--- src/rtl/fft_master.sv ---
// Master side of the 8-point FFT slave link: buffers samples, streams them over a
// 15-cycle sel window and captures up to eight results. Option: FFT_MASTER_ACKCHK_EN.
module fft_master (
  input  logic        clk,
  input  logic        rst,
  input  logic        wr_en,
  input  logic [2:0]  wr_addr,
  input  logic [15:0] wr_data,
  input  logic        start,
  output logic        busy,
  output logic        done,
  output logic        sel,
  output logic [31:0] m_data_out,
  input  logic        ack,
  input  logic [31:0] m_data_in,
  input  logic [2:0]  rd_addr,
  output logic [31:0] rd_data,
  output logic        err
);

  typedef enum logic [1:0] {IDLE, SEND, RECV, DONE} state_t;

  state_t      state_q;
  logic [3:0]  cnt_q;
  logic [2:0]  rptr_q;
  logic        full_q;
  logic        busy_q;
  logic        done_q;
  logic        sel_q;
  logic [31:0] mdo_q;
  logic [15:0] sample_q [8];
  logic [31:0] result_q [8];

  logic        active;
  logic        rx_en;
  logic [1:0]  wsel_d;

  assign active = (state_q == SEND) || (state_q == RECV);
  // full_q stops the 3-bit pointer from wrapping back onto result[0]
  assign rx_en  = active && ack && !full_q;
  assign wsel_d = cnt_q[1:0] + 2'd1;

  always_ff @(posedge clk or posedge rst) begin
    if (rst) begin
      state_q <= IDLE;
      cnt_q   <= '0;
      rptr_q  <= '0;
      full_q  <= 1'b0;
      busy_q  <= 1'b0;
      done_q  <= 1'b0;
      sel_q   <= 1'b0;
      mdo_q   <= '0;
      for (int unsigned i = 0; i < 8; i++) begin
        sample_q[i[2:0]] <= '0;
        result_q[i[2:0]] <= '0;
      end
    end else begin
      if (rx_en) begin
        result_q[rptr_q] <= m_data_in;
        rptr_q           <= rptr_q + 3'd1;
        if (rptr_q == 3'd7) full_q <= 1'b1;
      end
      case (state_q)
        IDLE: begin
          if (wr_en) sample_q[wr_addr] <= wr_data;
          if (start) begin
            state_q <= SEND;
            sel_q   <= 1'b1;
            busy_q  <= 1'b1;
            cnt_q   <= '0;
            rptr_q  <= '0;
            full_q  <= 1'b0;
            mdo_q   <= {sample_q[0], sample_q[1]};
          end
        end
        SEND: begin
          cnt_q <= cnt_q + 4'd1;
          if (cnt_q == 4'd3) begin
            state_q <= RECV;
            mdo_q   <= '0;
          end else begin
            mdo_q <= {sample_q[{wsel_d, 1'b0}], sample_q[{wsel_d, 1'b1}]};
          end
        end
        RECV: begin
          if (cnt_q == 4'd14) begin
            state_q <= DONE;
            sel_q   <= 1'b0;
            done_q  <= 1'b1;
            cnt_q   <= '0;
          end else begin
            cnt_q <= cnt_q + 4'd1;
          end
        end
        DONE: begin
          state_q <= IDLE;
          done_q  <= 1'b0;
          busy_q  <= 1'b0;
        end
        default: state_q <= IDLE;
      endcase
    end
  end

`ifdef FFT_MASTER_ACKCHK_EN
  logic [3:0] ackcnt_q;
  logic [3:0] ackcnt_d;
  logic       err_q;

  always_comb begin
    ackcnt_d = ackcnt_q;
    if (active && ack && (ackcnt_q != 4'hF)) ackcnt_d = ackcnt_q + 4'd1;
  end

  // ackcnt_d includes an ack landing on the final window edge
  always_ff @(posedge clk or posedge rst) begin
    if (rst) begin
      ackcnt_q <= '0;
      err_q    <= 1'b0;
    end else begin
      if ((state_q == IDLE) && start) ackcnt_q <= '0;
      else                            ackcnt_q <= ackcnt_d;
      if ((state_q == RECV) && (cnt_q == 4'd14) && (ackcnt_d != 4'd8)) err_q <= 1'b1;
    end
  end

  assign err = err_q;
`else
  assign err = 1'b0;
`endif

  assign busy       = busy_q;
  assign done       = done_q;
  assign sel        = sel_q;
  assign m_data_out = mdo_q;
  assign rd_data    = result_q[rd_addr];

endmodule

--- config.mk ---
export PLATFORM = sky130hd
export DESIGN_NAME = fft_master
export DESIGN_NICKNAME = d
export VERILOG_FILES = /design/src/rtl/fft_master.sv
export SDC_FILE = /design/constraint.sdc
export NUM_CORES = 1
export LEC_CHECK = 0
export CORE_MARGIN = 5
export CORE_UTILIZATION = 40
export CTS_BUF_LIST = sky130_fd_sc_hd__clkbuf_4 sky130_fd_sc_hd__clkbuf_8
export DETAILED_ROUTE_END_ITERATION = 16
export GPL_ROUTABILITY_DRIVEN = 0
export PLACE_DENSITY = 0.56
export SLEW_MARGIN = 40
export SYNTH_ARGS = -nofsm -noshare
export SYNTH_HDL_FRONTEND = slang
export SYNTH_SLANG_ARGS = --single-unit
--- constraint.sdc ---
create_clock -name clk -period 17.7 [get_ports clk]
set_input_delay 3.54 -clock clk [delete_from_list [all_inputs] [get_ports clk]]
set_output_delay 3.54 -clock clk [all_outputs]
set_load 0.005 [all_outputs]
==> results.toml, run 1 <==
# flow metrics
[power]
switching_share_pct = 28.8
finalPower_mw = 3.81
p_seq_share_pct = 43.0
comb_power_mw = 1.23
power_leader = "registers"
combPwrFrac_pct = 32.4
ir_drop_mv = 0.0761
internal_power_mw = 2.71
powerSeq_mw = 1.64
p_switching_mw = 1.10
p_clk_mw = 0.935
leakagePower_nw = 9.99
clock_power_share_pct = 24.6

[final_layout]
diodes = 1
inv_count = 10
final_cell_mix = "dfrtp_1 (428), mux2_2 (393), clkdlybuf4s50_1 (122)"
logic_gates = 699
syn_to_final_growth_pct = 18.0
final_nets = 1431
stdcell_area_um2 = 22600
sh_comb_area_pct = 35.7
lay_top_count = "dfrtp_1"
buffer_area_share_pct = 6.42
final_cells = 2033
regArea_um2 = 10700
largest_register_ffs = 256
drive_above_1_share_pct = 48.3
top_register = "result_q"
clkbuf_count = 126
num-fill-cells = 4151
flop-count = 429
seq_area_share_pct = 47.4
logic_area_um2 = 8080
clock_area_share_pct = 6.83
finalCoreUtilization_pct = 47.5

[global_routing]
grt.busiest_layer = "met2"
grt_pass1_wl_um = 71200
grtUsageTotal_pct = 17.2
grt_max_degree = 130
overflow = 0
grt_pass1_vias = 11800
antenna_found_initial = 2
grt_use_met1_pct = 24.0

[worst_setup_path]
crit_type = "in -> out"
worstPathMaxFanout = 33
reg2reg_depth = 7
crit_path_start_kind = "input pin"
reg2reg_to = "m_data_out[8]"
crit_start = "rd_addr[0]"
cp_slowest_cell = "buf_4"
worst_setup_path_end_kind = "primary output"
max_stage_delay_ps = 700
worst_path_most_repeated_cell = "buf_4"
crit_path_cell_trace = "buf_4 > buf_4 > mux4_2 > mux2_2 > clkdlybuf4s50_1"
r2r_slack_ps = 14650
path_depth = 5
cp_data_arrival_time_ps = 6170
required_ps = 14160

[sta]
fin_tns_setup_ps = 0
rsz0062_at_grt = "false"
finalWorstSetupSlack_ps = 7990
max-slew-margin-rel_pct = 49.5
finClkSkew_ps = 19.9
finalSetupViolCount = 0
fin_crit_sh_pct = 54.9
maxSlewViolCount = 0
max_clock_freq_ghz = 0.103
timing.final.crit_period_ps = 9710
finalHoldViolCount = 0
hold_slack_ps = 475
tightest_slew_ps = 757

[min_path]
hold_end = "m_data_out[4]"
hold_path_class = "reg -> reg"
worstHoldPathCells = 2
hp-start = "m_data_out[4]"

[synth]
avgSynthCellArea_um2 = 15.8
xor_share_pct = 0.0456
top_cells_by_count = "dfrtp_1 (429), mux2_2 (393), mux4_2 (96)"
synth_top_area_share_pct = 55.9
ys_sh_simple_pct = 2.15
top_logic_kind = "multiplexers"
yosysUniqueCellTypes = 42
fp_nets = 1281
yosysTopAreaCell = "dfrtp_1"
syn_inst = 1214
syn_area_um2 = 19200
yosys-top-cells-area = "dfrtp_1 (56%), mux2_2 (23%), mux4_2 (11%), mux2_4 (1.6%), a22oi_1 (1.3%)"
edf_count = 0
yosysSeqAreaShare_pct = 55.9
ys_sh_adder_pct = 0.521
yosys_cells = 1214
ys_warn_count = 0
synth_chip_area_um2 = 19200
synthAoiAreaFrac_pct = 2.87
muxShareOfSynthArea_pct = 36.2
synth-seq-cells = 429
async_reset_ff_share_pct = 100
ff_type = "dfrtp_1"

[clocking]
post_cts_buffers = 0
path_clk_slew_ps = 50
ctsResizeCount = 0
clock-sinks = 429
ctsHoldBuffers = 0
clock_latency_ps = 630
cts-buffers-inserted = 77
cts_htree_levels = 3
cts_tree = "done"
cts_max_path_buffers = 3
root_buffer = "clkbuf_8"

[outcome]
status = "completed"

[placement]
io_buffers = 125
placed_area_um2 = 21100
dpl_worst_slack_ps = 7900
dpl.hpwl_um = 25100

[route]
dr.pass1.iters = 4
wl_met3_um = 1940
detail_route.wirelength.met1_um = 20600
wl_met2_um = 21100
drc = 0
top_layer = "met5"
ant_nets = 0
drt-initial-drc-count = 576
via_per_inst = 5.37

[die]
tap-cell-count = 615
row_count = 80
fp_util_pct = 40.3
chipHeight_um = 229
io_pins = 127
fp.dieW_um = 229
die_area_um2 = 52500

[flow_run]
maxCapViolCount = 0
Run 1, met1 routing:
Supply wires on this layer in gray.
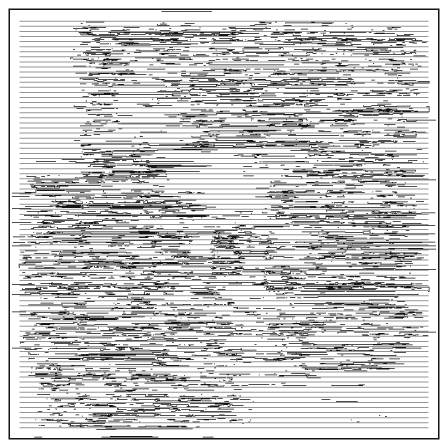
longest straight run: 87.9 µm
share of all routed wire: 46%

Run 1, met2 routing:
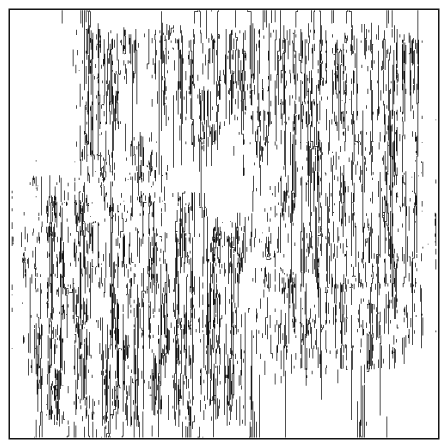
main direction: vertical
nets with wire on the layer: 1,330
longest straight run: 97.9 µm
wire length on this layer: 21.1 mm
share of all routed wire: 47%
Final Routed Wirelength: 44,400 µm
routed via count: 10,900
met2 Track Usage GR: 27.2%

Run 1, the metal 3 layer:
Scale bar: 50 µm. Cells faint in the background.
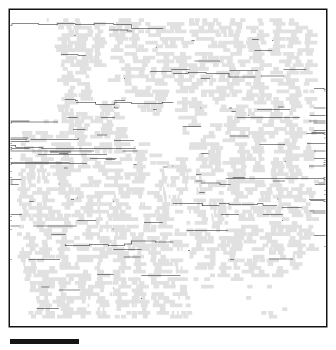
share of all routed wire: 4.4%
nets with wire on the layer: 86
main direction: horizontal
wire length on this layer: 1,940 µm
GRT met3 Usage: 4.20%

--- run 2 (diff from run 1) ---
--- a/config.mk
+++ b/config.mk
@@ -10,7 +10,7 @@
 export CTS_BUF_LIST = sky130_fd_sc_hd__clkbuf_4 sky130_fd_sc_hd__clkbuf_8
 export DETAILED_ROUTE_END_ITERATION = 16
 export GPL_ROUTABILITY_DRIVEN = 0
-export PLACE_DENSITY = 0.56
+export PLACE_DENSITY = 0.58
 export SLEW_MARGIN = 40
 export SYNTH_ARGS = -nofsm -noshare
 export SYNTH_HDL_FRONTEND = slang
==> constraint.sdc (replaced) <==
create_clock -name clk -period 8.34 [get_ports clk]
set_input_delay 1.668 -clock clk [delete_from_list [all_inputs] [get_ports clk]]
set_output_delay 1.668 -clock clk [all_outputs]
set_load 0.005 [all_outputs]
Run 2, the metal 3 layer:
Scale bar: 50 µm. Cells faint in the background.
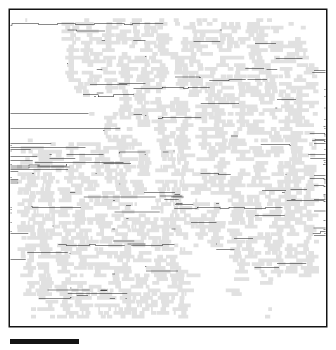
nets with wire on the layer: 91
share of all routed wire: 4.7%
wire length on this layer: 2,090 µm
Final Routed Wirelength: 44,400 µm
GRT met3 Usage: 4.56%

==> results.toml, run 2 <==
# flow metrics
[synth]
ff_type = "dfrtp_1"
yosys_cells = 1214
syn_area_um2 = 19200
synth_chip_area_um2 = 19200
top_cells_by_count = "dfrtp_1 (429), mux2_2 (393), mux4_2 (96)"
ys_warn_count = 0
yosysTopAreaCell = "dfrtp_1"
ys_sh_adder_pct = 0.521
async_reset_ff_share_pct = 100
xor_share_pct = 0.0456
top_logic_kind = "multiplexers"
muxShareOfSynthArea_pct = 36.2
yosys-top-cells-area = "dfrtp_1 (56%), mux2_2 (23%), mux4_2 (11%), mux2_4 (1.6%), a22oi_1 (1.3%)"
yosysUniqueCellTypes = 42
yosysSeqAreaShare_pct = 55.9
synth-seq-cells = 429
ys_sh_simple_pct = 2.15
synth_top_area_share_pct = 55.9
avgSynthCellArea_um2 = 15.8

[global_routing]
antenna_found_initial = 3
grt_pass1_wl_um = 72000
grt.busiest_layer = "met2"
grt_max_degree = 99
grtUsageTotal_pct = 17.3
met2_usage_pct = 27.4
grt_use_met1_pct = 23.9

[min_path]
hold_end = "m_data_out[1]"
hp-start = "m_data_out[1]"
hold_path_class = "reg -> reg"
worstHoldPathCells = 2

[power]
comb_power_mw = 2.63
p_switching_mw = 2.37
p_clk_mw = 2.21
powerSeq_mw = 3.48
combPwrFrac_pct = 31.6
finalPower_mw = 8.31
switching_share_pct = 28.5
clock_power_share_pct = 26.5
p_seq_share_pct = 41.9
ir_drop_mv = 0.171
leakagePower_nw = 10.1
power_leader = "registers"
internal_power_mw = 5.94

[worst_setup_path]
max_stage_delay_ps = 540
cp_slowest_cell = "mux4_2"
worstPathMaxFanout = 36
r2r_slack_ps = 5540
path_depth = 5
crit_path_cell_trace = "buf_6 > buf_4 > mux4_2 > mux2_2 > clkdlybuf4s50_1"
crit_path_start_kind = "input pin"
worst_setup_path_end_kind = "primary output"
crit_type = "in -> out"

[placement]
dpl_worst_slack_ps = 2570
io_buffers = 125
placed_area_um2 = 21200
dpl.hpwl_um = 25500

[die]
chipHeight_um = 229
tap-cell-count = 615
fp.dieW_um = 229
io_pins = 127
die_area_um2 = 52500

[clocking]
path_clk_slew_ps = 60
cts_tree = "done"
ctsResizeCount = 0
cts_max_path_buffers = 3
cts-buffers-inserted = 78
root_buffer = "clkbuf_8"
clock_latency_ps = 650
post_cts_buffers = 0
ctsHoldBuffers = 0
clock-sinks = 429

[final_layout]
final_cell_mix = "dfrtp_1 (428), mux2_2 (393), clkdlybuf4s50_1 (122)"
num-fill-cells = 4160
clkbuf_count = 125
diodes = 2
final_cells = 2047
stdcell_area_um2 = 23000
syn_to_final_growth_pct = 19.6
final_nets = 1438
drive_above_1_share_pct = 48.8
top_register = "result_q"
seq_area_share_pct = 46.8
flop-count = 429
inv_count = 10
lay_top_count = "dfrtp_1"
clock_area_share_pct = 7.72
logic_area_um2 = 8080
largest_register_ffs = 256
logic_gates = 699
regArea_um2 = 10700

[route]
wl_met3_um = 2090
via_per_inst = 5.40
wl_met2_um = 20900
top_layer = "met5"
detail_route.wirelength.met1_um = 20400
dr.pass1.iters = 4
wl_per_cell_um = 21.7
ant_nets = 0

[sta]
finalHoldViolCount = 0
max-slew-margin-rel_pct = 49.6
tightest_slew_ps = 755
timing.final.crit_period_ps = 5520
fin_crit_sh_pct = 66.1
finalWorstSetupSlack_ps = 2820
rsz0062_at_grt = "false"
hold_slack_ps = 482
finClkSkew_ps = 37.0
maxSlewViolCount = 0

[flow_run]
maxCapViolCount = 0

[outcome]
status = "completed"
Run 2, met1 routing:
Supply wires on this layer in gray.
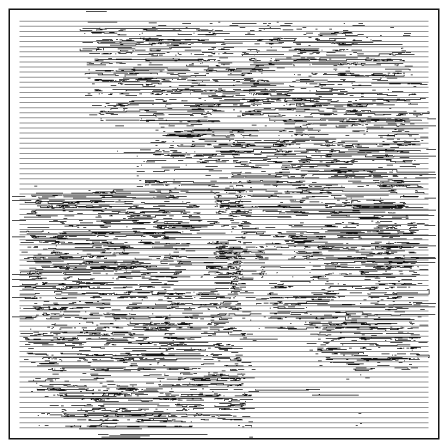
nets with wire on the layer: 1,356
main direction: horizontal

--- run 3 (diff from run 2) ---
==> constraint.sdc (replaced) <==
create_clock -name clk -period 4.4 [get_ports clk]
set_input_delay 0.88 -clock clk [delete_from_list [all_inputs] [get_ports clk]]
set_output_delay 0.88 -clock clk [all_outputs]
set_load 0.005 [all_outputs]
Run 3, the metal 4 layer:
Supply wires on this layer in gray. Cells faint in the background.
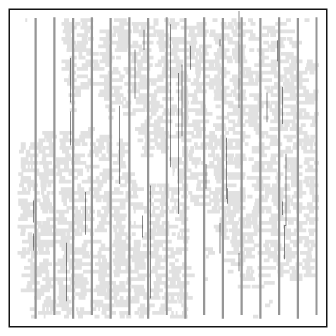
wire length on this layer: 966 µm
share of all routed wire: 2.2%
main direction: vertical
nets with wire on the layer: 13
routed via count: 11,100
Final Routed Wirelength: 43,900 µm

==> results.toml, run 3 <==
# flow metrics
[synth]
top_cell = "dfrtp_1"
top_cells_by_count = "dfrtp_1 (429), mux2_2 (393), mux4_2 (96)"
yosysTopAreaCell = "dfrtp_1"
avgSynthCellArea_um2 = 15.8
yosysUniqueCellTypes = 42
synth_top_area_share_pct = 55.9
ys_sh_simple_pct = 2.15
synth_chip_area_um2 = 19200
syn_area_um2 = 19200
muxShareOfSynthArea_pct = 36.2
synth-seq-cells = 429
synthAoiAreaFrac_pct = 2.87
syn_inst = 1214
fp_nets = 1281
yosys-top-cells-area = "dfrtp_1 (56%), mux2_2 (23%), mux4_2 (11%), mux2_4 (1.6%), a22oi_1 (1.3%)"
ys_sh_adder_pct = 0.521
edf_count = 0
yosysSeqAreaShare_pct = 55.9
top_logic_kind = "multiplexers"
ys_warn_count = 0
async_reset_ff_share_pct = 100
xor_share_pct = 0.0456
ff_type = "dfrtp_1"
yosys_cells = 1214

[final_layout]
inv_count = 10
n_all_buffers = 165
stdcell_area_um2 = 22900
top_register = "result_q"
num-fill-cells = 4167
top_area_cell_class = "sequential cells"
seq_area_share_pct = 47.0
regArea_um2 = 10700
diodes = 2
drive_above_1_share_pct = 48.8
lay_top_count = "dfrtp_1"
clock_area_share_pct = 6.96
largest_register_ffs = 256
buffer_area_share_pct = 7.23
clkbuf_count = 116
flop-count = 429
syn_to_final_growth_pct = 19.1
final_cell_mix = "dfrtp_1 (428), mux2_2 (393), clkdlybuf4s50_1 (122)"
final_nets = 1449
sh_comb_area_pct = 35.3
logic_gates = 699
final_cells = 2046
logic_area_um2 = 8060

[power]
powerSeq_mw = 6.61
leakagePower_nw = 10.1
internal_power_mw = 11.0
switching_share_pct = 28.7
combPwrFrac_pct = 32.3
clock_power_share_pct = 24.9
comb_power_mw = 4.99
ir_drop_mv = 0.274
p_per_area_nw_per_um2 = 676
p_clk_mw = 3.85
p_seq_share_pct = 42.8
power_leader = "registers"
p_switching_mw = 4.44
finalPower_mw = 15.4

[placement]
dpl_worst_slack_ps = 702
dpl.hpwl_um = 26600
io_buffers = 125
placed_area_um2 = 21300

[min_path]
worstHoldPathCells = 2
hold_end = "m_data_out[1]"
hp-start = "m_data_out[1]"
hold_path_class = "reg -> reg"

[worst_setup_path]
reg2reg_to = "result_q[206]"
worst_setup_path_end_kind = "primary output"
worstPathMaxFanout = 19
required_ps = 3520
r2r-start = "state_q[0]"
cp.buffers_inverters = 3
cp_slowest_cell = "mux4_2"
max_stage_delay_ps = 530
crit_type = "in -> out"
path_depth = 5
r2r_slack_ps = 1560
crit_path_cell_trace = "buf_4 > buf_12 > mux4_2 > mux2_2 > clkdlybuf4s50_1"
crit_start = "rd_addr[0]"
crit_path_start_kind = "input pin"
critical-path-top-delay-family = "buffers and inverters"
crit_path_end = "rd_data[9]"

[sta]
finalSetupViolCount = 0
finalWorstSetupSlack_ps = 740
tightest_slew_ps = 832
rsz0062_at_grt = "false"
max-slew-margin-rel_pct = 44.5
hold_slack_ps = 479
timing.final.crit_period_ps = 3660
finalHoldViolCount = 0
maxSlewViolCount = 0
finClkSkew_ps = 42.1
fin_crit_sh_pct = 83.2

[route]
dr.pass1.iters = 4
wl_met2_um = 20400
via_per_inst = 5.40
ant_nets = 0
detail_route.wirelength.met1_um = 20800
drt-initial-drc-count = 515
wl_per_cell_um = 21.5
wl_met3_um = 1770
top_layer = "met4"

[die]
tap-cell-count = 615
coreArea_um2 = 47600
die_area_um2 = 52500
row_count = 80
fp.dieW_um = 229
chipHeight_um = 229
io_pins = 127

[global_routing]
grt_use_met1_pct = 24.2
grt.busiest_layer = "met2"
grtUsageTotal_pct = 17.1
use_met3_pct = 4.14
grt_pass1_wl_um = 71200
grt_max_degree = 103
antenna_found_initial = 1
grt_pass1_vias = 12000

[clocking]
ctsResizeCount = 0
path_clk_slew_ps = 60
post_cts_buffers = 0
root_buffer = "clkbuf_8"
clock_latency_ps = 650
ctsHoldBuffers = 0
clock-sinks = 429
cts_tree = "done"
cts_max_path_buffers = 3
cts_htree_levels = 3
cts-buffers-inserted = 77

[flow_run]
warnings = 34
maxCapViolCount = 0

[outcome]
status = "completed"
Run 3, met2 routing:
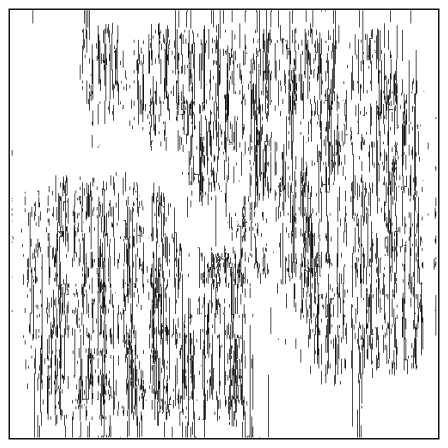
share of all routed wire: 46%
longest straight run: 77.0 µm
met2 Track Usage GR: 26.6%

